===== src/rtl/scan_pkg.sv =====
// Shared state encoding and default geometry for the scan test controller.
package scan_pkg;
   localparam logic [2:0] ST_IDLE      = 3'd0;
   localparam logic [2:0] ST_SHIFT_IN  = 3'd1;
   localparam logic [2:0] ST_CAPTURE   = 3'd2;
   localparam logic [2:0] ST_SHIFT_OUT = 3'd3;
   localparam logic [2:0] ST_DONE      = 3'd4;

   localparam int   CHAIN_LEN_DEF = 5;
   localparam logic FILL_BIT_DEF  = 1'b0;
endpackage


===== src/rtl/scan_shift_reg.sv =====
// Right-shifting register with parallel load; serial data enters at the MSB
// and leaves at the LSB.
module scan_shift_reg #(
   parameter int WIDTH = 5
) (
   input  logic             i_clk,
   input  logic             i_rst,
   input  logic             i_load,
   input  logic [WIDTH-1:0] i_load_val,
   input  logic             i_shift,
   input  logic             i_sin,
   output logic [WIDTH-1:0] o_q,
   output logic [WIDTH-1:0] o_next,
   output logic             o_sout
);
   logic [WIDTH-1:0] r_q;

   // o_next is the post-shift value, so callers can act on it in the same edge.
   assign o_next = (r_q >> 1) | (WIDTH'(i_sin) << (WIDTH - 1));
   assign o_q    = r_q;
   assign o_sout = r_q[0];

   always_ff @(posedge i_clk or posedge i_rst) begin
      if (i_rst) begin
         r_q <= '0;
      end else if (i_load) begin
         r_q <= i_load_val;
      end else if (i_shift) begin
         r_q <= o_next;
      end
   end
endmodule


===== src/rtl/scan_test_ctrl.sv =====
// Tester-side scan controller: shift a stimulus in, pulse one capture cycle,
// unload the chain and compare it against an expected value under a mask.
module scan_test_ctrl
   import scan_pkg::*;
#(
   parameter int   CHAIN_LEN = CHAIN_LEN_DEF,
   parameter logic FILL_BIT  = FILL_BIT_DEF
) (
   input  logic                 CK,
   input  logic                 rst,
   input  logic                 start,
   input  logic [CHAIN_LEN-1:0] pattern_in,
   input  logic [CHAIN_LEN-1:0] expected,
   input  logic [CHAIN_LEN-1:0] mask,
   output logic                 scan_enable,
   output logic                 scan_in,
   input  logic                 scan_out,
   output logic                 busy,
   output logic                 done,
   output logic [CHAIN_LEN-1:0] response,
   output logic                 pass
);
   localparam int CNT_W = $clog2(CHAIN_LEN + 1);

   logic [2:0]           r_state;
   logic [CNT_W-1:0]     r_cnt;
   logic [CHAIN_LEN-1:0] r_exp;
   logic [CHAIN_LEN-1:0] r_mask;
   logic                 r_scan_en;
   logic                 r_scan_in;
   logic                 r_busy;
   logic                 r_done;
   logic                 r_pass;

   logic                 w_accept;
   logic                 w_cnt_last;
   logic [CHAIN_LEN-1:0] w_stim_q;
   logic [CHAIN_LEN-1:0] w_stim_next;
   logic                 w_stim_sout;
   logic [CHAIN_LEN-1:0] w_resp_q;
   logic [CHAIN_LEN-1:0] w_resp_next;
   logic                 w_resp_sout;
   logic                 w_unused;

   assign w_accept   = (r_state == ST_IDLE) && start;
   assign w_cnt_last = (r_cnt == CNT_W'(CHAIN_LEN - 1));
   assign w_unused   = ^{w_stim_q, w_stim_next, w_resp_sout};

   // Bit 0 goes straight to scan_in on acceptance, so the stimulus register
   // only has to hold the remaining bits.
   scan_shift_reg #(.WIDTH(CHAIN_LEN)) u_stim (
      .i_clk      (CK),
      .i_rst      (rst),
      .i_load     (w_accept),
      .i_load_val (pattern_in >> 1),
      .i_shift    (r_state == ST_SHIFT_IN),
      .i_sin      (1'b0),
      .o_q        (w_stim_q),
      .o_next     (w_stim_next),
      .o_sout     (w_stim_sout)
   );

   scan_shift_reg #(.WIDTH(CHAIN_LEN)) u_resp (
      .i_clk      (CK),
      .i_rst      (rst),
      .i_load     (w_accept),
      .i_load_val ('0),
      .i_shift    (r_state == ST_SHIFT_OUT),
      .i_sin      (scan_out),
      .o_q        (w_resp_q),
      .o_next     (w_resp_next),
      .o_sout     (w_resp_sout)
   );

   always_ff @(posedge CK or posedge rst) begin
      if (rst) begin
         r_state   <= ST_IDLE;
         r_cnt     <= '0;
         r_exp     <= '0;
         r_mask    <= '0;
         r_scan_en <= 1'b0;
         r_scan_in <= 1'b0;
         r_busy    <= 1'b0;
         r_done    <= 1'b0;
         r_pass    <= 1'b0;
      end else begin
         r_done <= 1'b0;
         case (r_state)
            ST_IDLE: begin
               r_scan_en <= 1'b0;
               r_scan_in <= 1'b0;
               if (start) begin
                  r_state   <= ST_SHIFT_IN;
                  r_cnt     <= '0;
                  r_exp     <= expected;
                  r_mask    <= mask;
                  r_scan_en <= 1'b1;
                  r_scan_in <= pattern_in[0];
                  r_busy    <= 1'b1;
                  r_pass    <= 1'b0;
               end
            end
            ST_SHIFT_IN: begin
               if (w_cnt_last) begin
                  r_state   <= ST_CAPTURE;
                  r_cnt     <= '0;
                  r_scan_en <= 1'b0;
                  r_scan_in <= 1'b0;
               end else begin
                  r_cnt     <= r_cnt + 1'b1;
                  r_scan_in <= w_stim_sout;
               end
            end
            ST_CAPTURE: begin
               r_state   <= ST_SHIFT_OUT;
               r_cnt     <= '0;
               r_scan_en <= 1'b1;
               r_scan_in <= FILL_BIT;
            end
            ST_SHIFT_OUT: begin
               if (w_cnt_last) begin
                  // Judge the response including the bit sampled on this edge.
                  r_state   <= ST_DONE;
                  r_cnt     <= '0;
                  r_scan_en <= 1'b0;
                  r_scan_in <= 1'b0;
                  r_done    <= 1'b1;
                  r_pass    <= ~|((w_resp_next ^ r_exp) & r_mask);
               end else begin
                  r_cnt <= r_cnt + 1'b1;
               end
            end
            ST_DONE: begin
               r_state <= ST_IDLE;
               r_busy  <= 1'b0;
            end
            default: begin
               r_state   <= ST_IDLE;
               r_cnt     <= '0;
               r_scan_en <= 1'b0;
               r_scan_in <= 1'b0;
               r_busy    <= 1'b0;
            end
         endcase
      end
   end

   assign scan_enable = r_scan_en;
   assign scan_in     = r_scan_in;
   assign busy        = r_busy;
   assign done        = r_done;
   assign response    = w_resp_q;
   assign pass        = r_pass;
endmodule


===== config.mk =====
export PLATFORM = sky130hd
export DESIGN_NAME = scan_test_ctrl
export DESIGN_NICKNAME = d
export VERILOG_FILES = /design/src/rtl/scan_pkg.sv /design/src/rtl/scan_shift_reg.sv /design/src/rtl/scan_test_ctrl.sv
export SDC_FILE = /design/constraint.sdc
export NUM_CORES = 1
export LEC_CHECK = 0
export CELL_PAD_IN_SITES_DETAIL_PLACEMENT = 0
export CELL_PAD_IN_SITES_GLOBAL_PLACEMENT = 1
export CORE_ASPECT_RATIO = 0.9
export CORE_MARGIN = 5
export CORE_UTILIZATION = 28
export DETAILED_ROUTE_END_ITERATION = 10
export PLACE_DENSITY = 0.63
export SLEW_MARGIN = 20
export SYNTH_ARGS = -nofsm -noshare
export SYNTH_HDL_FRONTEND = slang
export SYNTH_SLANG_ARGS = --single-unit

===== constraint.sdc =====
create_clock -name CK -period 2.6 [get_ports CK]
set_input_delay 0.52 -clock CK [delete_from_list [all_inputs] [get_ports CK]]
set_output_delay 0.52 -clock CK [all_outputs]
set_load 0.05 [all_outputs]

==> summary.txt <==
status: finished clean
Logic pwr share: 44.2%
Clock transition at path regs: 0.07 ns
Post-CTS Hold Buffers: 0
mi-comb count: 74
Synthesis Warnings: 0
Primary FF master, synth: dfrtp_1
Critical Path AT: 1.55 ns
Chip Area, Yosys: 1400 µm²
crit-path max FO: 4
seq_cells: 30
Net Sw Frac: 40.7%
core area: 4860 µm²
Area leader share: 53.5%
total die size: 6530 µm²
TritonRoute pass-1 iters: 2
final antenna-violating net count: 0
# DRC: 0
Worst Hold Slack: 0.484 ns
buffering overhead: 16.5%
PD cells: 1230 nW/µm²
slew of the pin with the lowest slew margin: 0.499 ns
Clock Path Buffers: 2
Max Clock Freq: 482 MHz
total setup buffers inserted after CTS: 0
final setup TNS: 0 ns
pre-CTS WS: 0.554 ns
Yosys top cell by instances: dfrtp_1
CTS tree: yes
ys async rst share: 100%
sequential area share after synthesis: 53.5%
Worst setup SP type: flop
Buf+Inv Stages, Crit Path: 1
CP cell instances: clkdlybuf4s50_1
# fillers: 481
total grt overflow: 0
Mapped Nets: 139
clock sink total: 30
initial antenna violation count: 0
Layout Nets: 170
Mapped Area: 1400 µm²
placed inst area: 1740 µm²
Pre-Place Util: 28.8%
Logic inverters: 7
Cell Count, Final, Fillers Out: 215
Total Power: 2.25 mW
Comb area: 578 µm²
gpl congestion: 0.702
Post-Place Cells: 207
Hold Path Class: reg -> reg
die y size: 77.1 µm
Largest area class, layout: sequential cells
number of global-route vias before repair: 1017
Reg area: 751 µm²
CTS Buf Count: 5
seq pwr: 863 µW
Met1 Wirelength: 1480 µm
most frequent logic cell in the layout: dfrtp_1
Dominant comb cell: AND-OR/OR-AND gates
H-tree depth: 2
Syn Inst Count: 118
commonest cells in the netlist: dfrtp_1 (30), mux2_2 (10), nor2_1 (8)
largest net degree at the start of global routing: 31
RSZ-0062 raised after global routing: false
minimum clock period: 2.07 ns
Net Switching: 914 µW
CP top delay family: buffers and inverters
CTS resizes: 0
CP required: 2.08 ns
first-pass GRT wire length: 5110 µm
yosys aoi share: 16.7%
max-cap violations: 0
combinational share of cell area: 31.6%
met3 usage: 3.75%
layout cells sized above 1: 19.3%
Critical Setup Path Class: reg -> out
Clock Skew: 0.00635 ns
Top cells by area: dfrtp_1 (54%), mux2_2 (8.0%), xor2_1 (3.7%), a22o_2 (2.9%), a21oi_1 (2.1%)
yosys stat cell total: 118
Hold Vio Cnt, Final: 0
endpoints failing setup: 0
number of DRC markers in iteration 0: 38
clock network area share: 4.99%
LEAKAGE: 0.802 nW
area leader, netlist: dfrtp_1
Late-Pin Clk Latency: 0.28 ns
[path summary, 6_finish.rpt]
kind	from	to	slack, ns	depth (start not counted)
min in group asynchronous	rst	u_resp.o_q[2]$_DFFE_PP0P_	0.62	3
max in group asynchronous	rst	r_mask[2]$_DFFE_PP0N_	1.69	3
worst max-delay path	u_resp.o_q[1]$_DFFE_PP0P_	response[1]	0.53	1
worst min register to register	u_stim.o_q[2]$_DFFE_PP0P_	u_stim.o_q[2]$_DFFE_PP0P_	0.48	1
worst min-delay path	u_stim.o_q[2]$_DFFE_PP0P_	u_stim.o_q[2]$_DFFE_PP0P_	0.48	1
worst max register to register	r_state[1]$_DFFE_PP0P_	r_mask[2]$_DFFE_PP0N_	1.02	3
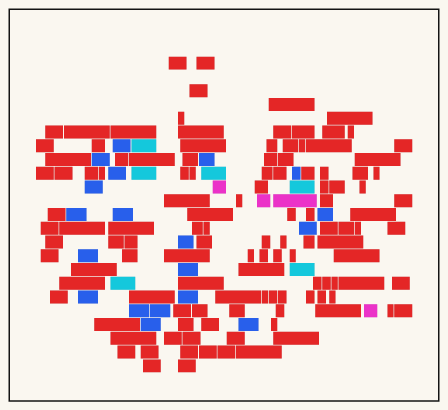
(images/drive_strength.png)
color	size	cells	share	most used
blue	drive 2	19	13%	mux2_2
cyan	drive 6 and up	6	4.0%	clkbuf_8
red	drive 1 or less	121	81%	dfrtp_1
magenta	drive 3 to 4	4	2.7%	buf_4
bufs w/o clock: 31
post-route cell area: 1830 µm²
final worst setup slack: 0.526 ns
Area growth syn-to-layout: 30.5%

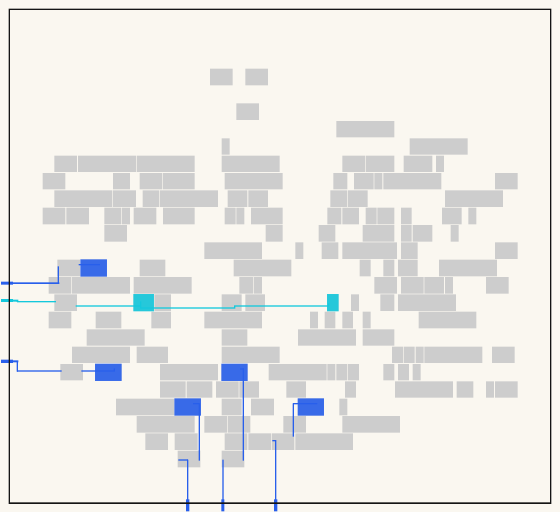
(images/port_nets.png)
color	port	bits	direction	edge	end cells	wire
cyan	scan_out	1	input	west	2	48.1 µm
blue	expected	5	input	3 south, 2 west	5	84.5 µm
Ports: 29
PortBufs: 28

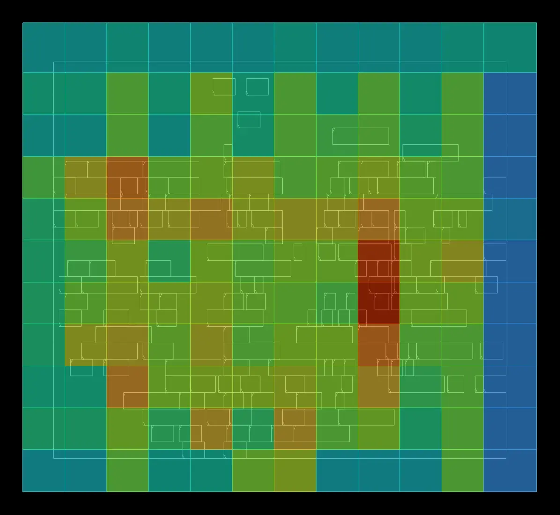
(images/final_congestion.png)
Final Util: 37.6%
per-cell routed wire length: 13.7 µm
grt met2 use: 14.2%
Top Usage Layer GRT: met2
met1 Usage GRT: 13.7%

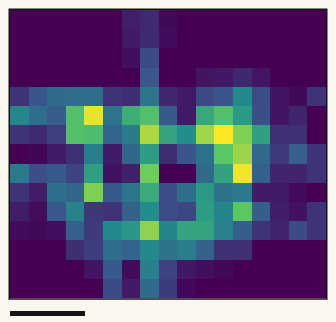
(images/wire_density.png)
Scale bar: 20 µm. 17 x 15 tiles, from dark purple (low) to yellow (high), scaled to the fullest tile. Values are wire area over tile area, all layers added.
mean over tiles	0.071
tiles over half the peak	12%
densest ninth of the die	center
fullest tile	0.36
emptiest ninth of the die	north-east
All-Layer GR Usage: 9.98%
Post-Route WL: 2950 µm
vias post-DR: 997

Power figures rest on the tool's default switching activity, not on a simulated workload.
